Close-up of the layout:
Window x 8 to 28, y 12 to 32 µm. Cells in gray, sequential cells in the stronger gray; small squares are vias.
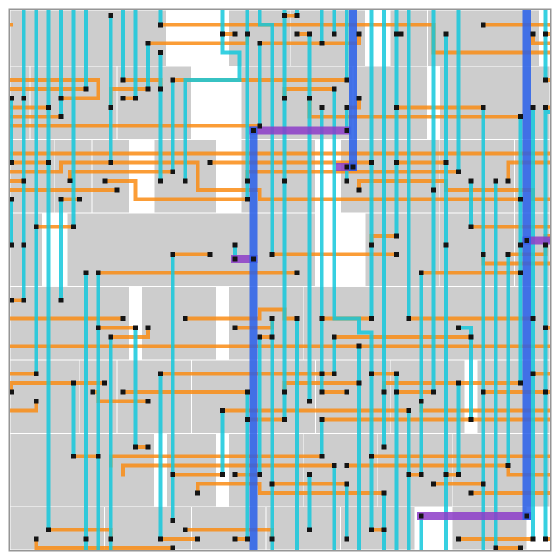
Signal wires by layer:
The bar under the picture is 20 µm long.
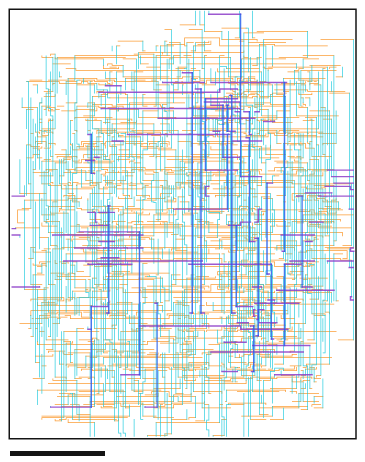
Clock wires, drivers and flops:
The bar under the picture is 20 µm long.
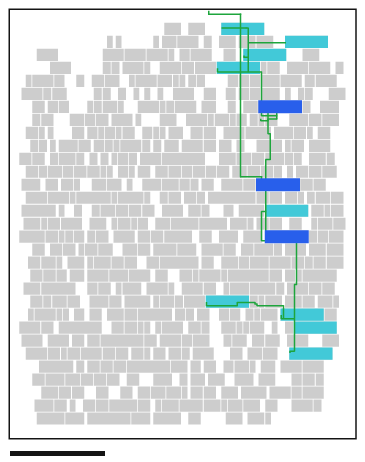
Pin placement:
Pins as bars across the die edge, other pins in gray.
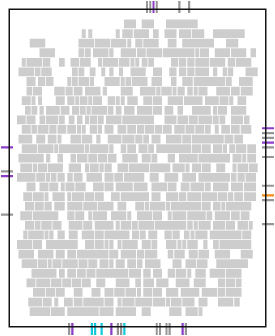
## src/rtl/up_down_counter_param.sv

```systemverilog
// Parametrised load/enable up-down counter with step, inclusive limit, wrap/saturate mode and registered tc.
// Latency: data_out and tc update one clock after the sampled inputs; no backpressure (accepts every cycle).
// Optional sticky overflow/underflow flags are built in when COUNTER_STICKY_FLAGS_EN is defined.
module up_down_counter_param #(
    parameter int               WIDTH     = 8,
    parameter int               STEP_W    = 4,
    parameter logic [WIDTH-1:0] RESET_VAL = '0
) (
    input  logic              clk,
    input  logic              reset,
    input  logic [WIDTH-1:0]  data_in,
    input  logic              load,
    input  logic              enable,
    input  logic              up_down,
    input  logic [STEP_W-1:0] step,
    input  logic [WIDTH-1:0]  limit,
    input  logic              mode,
    output logic [WIDTH-1:0]  data_out,
    output logic              tc
`ifdef COUNTER_STICKY_FLAGS_EN
   ,input  logic              clr_flags,
    output logic              ovf_sticky,
    output logic              unf_sticky
`endif
);

    localparam int EW = ((STEP_W > WIDTH) ? STEP_W : WIDTH) + 1;
    localparam logic [WIDTH:0] ONE_X = {{WIDTH{1'b0}}, 1'b1};

    logic [WIDTH-1:0] data_q, data_d;
    logic             tc_q, tc_d;
    logic             up_evt, dn_evt, rec_evt;

    logic [EW-1:0]    step_e, lim_e, s_e;
    logic [WIDTH:0]   s_x, cur_x, lim_x, sum_x, diff_x, wrap_up_x, wrap_dn_x;
    logic             unused_bits;

    // Effective step is clamped to limit, so it always fits in WIDTH+1 bits.
    assign step_e    = {{(EW-STEP_W){1'b0}}, step};
    assign lim_e     = {{(EW-WIDTH){1'b0}}, limit};
    assign s_e       = (step_e < lim_e) ? step_e : lim_e;
    assign s_x       = s_e[WIDTH:0];
    assign cur_x     = {1'b0, data_q};
    assign lim_x     = {1'b0, limit};
    assign sum_x     = cur_x + s_x;
    assign diff_x    = cur_x - s_x;
    assign wrap_up_x = sum_x - lim_x - ONE_X;
    assign wrap_dn_x = cur_x + lim_x + ONE_X - s_x;

    assign unused_bits = ^{s_e, diff_x[WIDTH], wrap_up_x[WIDTH], wrap_dn_x[WIDTH]};

    always_comb begin
        data_d  = data_q;
        tc_d    = 1'b0;
        up_evt  = 1'b0;
        dn_evt  = 1'b0;
        rec_evt = 1'b0;
        if (load) begin
            data_d = (data_in > limit) ? limit : data_in;
        end else if (enable && (s_x != '0)) begin
            if (data_q > limit) begin
                // limit was lowered under the count: snap back into range regardless of direction
                rec_evt = 1'b1;
                tc_d    = 1'b1;
                data_d  = mode ? limit : '0;
            end else if (up_down) begin
                if (sum_x <= lim_x) begin
                    data_d = sum_x[WIDTH-1:0];
                end else begin
                    up_evt = 1'b1;
                    tc_d   = 1'b1;
                    data_d = mode ? limit : wrap_up_x[WIDTH-1:0];
                end
            end else begin
                if (cur_x >= s_x) begin
                    data_d = diff_x[WIDTH-1:0];
                end else begin
                    dn_evt = 1'b1;
                    tc_d   = 1'b1;
                    data_d = mode ? '0 : wrap_dn_x[WIDTH-1:0];
                end
            end
        end
    end

    always_ff @(posedge clk or negedge reset) begin
        if (!reset) begin
            data_q <= RESET_VAL;
            tc_q   <= 1'b0;
        end else begin
            data_q <= data_d;
            tc_q   <= tc_d;
        end
    end

    assign data_out = data_q;
    assign tc       = tc_q;

`ifdef COUNTER_STICKY_FLAGS_EN
    logic ovf_q, ovf_d, unf_q, unf_d;

    // A new boundary event in the same cycle beats the clear request.
    always_comb begin
        ovf_d = ovf_q;
        unf_d = unf_q;
        if (clr_flags) begin
            ovf_d = 1'b0;
            unf_d = 1'b0;
        end
        if (up_evt || rec_evt) ovf_d = 1'b1;
        if (dn_evt)            unf_d = 1'b1;
    end

    always_ff @(posedge clk or negedge reset) begin
        if (!reset) begin
            ovf_q <= 1'b0;
            unf_q <= 1'b0;
        end else begin
            ovf_q <= ovf_d;
            unf_q <= unf_d;
        end
    end

    assign ovf_sticky = ovf_q;
    assign unf_sticky = unf_q;
`else
    logic unused_evt;
    assign unused_evt = ^{up_evt, dn_evt, rec_evt};
`endif

endmodule
```

## config.mk

```make
export PLATFORM = sky130hd
export DESIGN_NAME = up_down_counter_param
export DESIGN_NICKNAME = d
export VERILOG_FILES = /design/src/rtl/up_down_counter_param.sv
export SDC_FILE = /design/constraint.sdc
export NUM_CORES = 1
export LEC_CHECK = 0
export CORE_ASPECT_RATIO = 1.25
export CORE_MARGIN = 1.5
export CORE_UTILIZATION = 50
export CTS_BUF_LIST = sky130_fd_sc_hd__clkbuf_16
export DETAILED_ROUTE_END_ITERATION = 6
export PLACE_DENSITY = 0.75
export SLEW_MARGIN = 20
export SYNTH_ARGS = -nofsm -noshare
export SYNTH_HDL_FRONTEND = slang
export SYNTH_SLANG_ARGS = --single-unit
```

## constraint.sdc

```tcl
create_clock -name clk -period 4.05 [get_ports clk]
set_input_delay 0.405 -clock clk [delete_from_list [all_inputs] [get_ports clk]]
set_output_delay 0.405 -clock clk [all_outputs]
set_load 0.02 [all_outputs]
```

==> reports/summary.txt <==
Flops after synth - 9
post-synth top area share - 0.238
Tool Warnings - 43
flip-flops with a built-in enable - 0
Core ar. - 0.00578 mm²
pre-CTS setup slack - -0.937 ns
DIE WIDTH - 72.3 µm
status - finished, violations left
Layout Area Growth over Synthesis - 52.2%
Top non-seq family - adder cells
and+or+nand+nor area frac - 0.173
routed len/inst - 19.0 µm
setup-violating endpoint count in the final report - 9
Routed WL - 11.2 mm
Max VDD drop - 0.325 mV
xor/xnor share - 0.0496
pwr dens - 579 mW/mm²
total clock sinks - 9
CP Cell Sequence - buf_2, ha_4, nand2_4, o21ai_4, nand2_4, nor2_1, a21o_1, ha_2, inv_2, fa_2, nand2b_4, buf_6, a21oi_4, xnor2_2, ha_1, buf_4, a21oi_2, o21ai_2, buf_4, o211ai_1, a21boi_1, o41ai_1, a32oi_1, a31oi_1
Residual DRC - 0
Critical-path top delay cell - o41ai_1
failing checks - negative setup slack
Worst Path Arrival - 4.47 ns
CTS buffer count - 3
Synth top cell by count - ha_1
H-tree levels - 1
Syn Area/Cell - 7.90 µm²
final worst slack - -0.266 ns
register share after synthesis - 0.0750
Top power group - combinational cells
About 'close-up of the layout':
legend:
  orange:
    layer: M1
  blue:
    layer: M4
  cyan:
    layer: M2
  purple:
    layer: M3
sequential cells in the window: 0
most frequent: buf_4 (17), inv_1 (4), a21o_1 (3)
cells with their middle in the window: 42

About 'signal wires by layer':
legend:
  blue:
    layer: M4
    wire_length: 507 µm
  purple:
    layer: M3
    wire_length: 555 µm
  cyan:
    layer: M2
    wire_length: 5,460 µm
  orange:
    layer: M1
    wire_length: 4,650 µm

About 'clock wires, drivers and flops':
legend:
  green:
    item: clock wires
    length: 203 µm
  cyan:
    item: flip-flops
    count: 9
  blue:
    item: clock-net drivers
    count: 3
routed clock nets: 4
skew final: 0.000850 ns
clk_lat worst skew: 0.24 ns
power share of the clock group: 0.067

About 'pin placement':
legend:
  cyan:
    port: step
    pins: 4
    direction: input
    edge: bottom
  purple:
    port: limit
    pins: 8
    direction: input
    edge: 3 bottom, 2 left, 2 right, 1 top
  orange:
    port: up_down
    pins: 1
    direction: input
    edge: right

through the flow:
| step | setup TNS [ns] | util |
|---|---|---|
| 2_1_floorplan | -0.866 | - |
| 3_3_place_gp | -6.34 | 0.702 |
| 3_5_place_dp | -7.26 | 0.702 |
| 4_1_cts | -1.08 | 0.763 |
| 5_1_grt | -2.46 | 0.791 |
| 6_report | -1.33 | 0.791 |
metal layers:
layer,GRT usage,vias to the layer above
li1,-,1678
met1,0.392,1661
met2,0.630,154
met3,0.0268,48
met4,0.148,0
met5,0,-
registers in the layout, indices dropped and copies added (netlist names):
| signal | flops |
|---|---|
| data_out | 8 |
| tc | 1 |
Power and IR drop assume default switching activity.
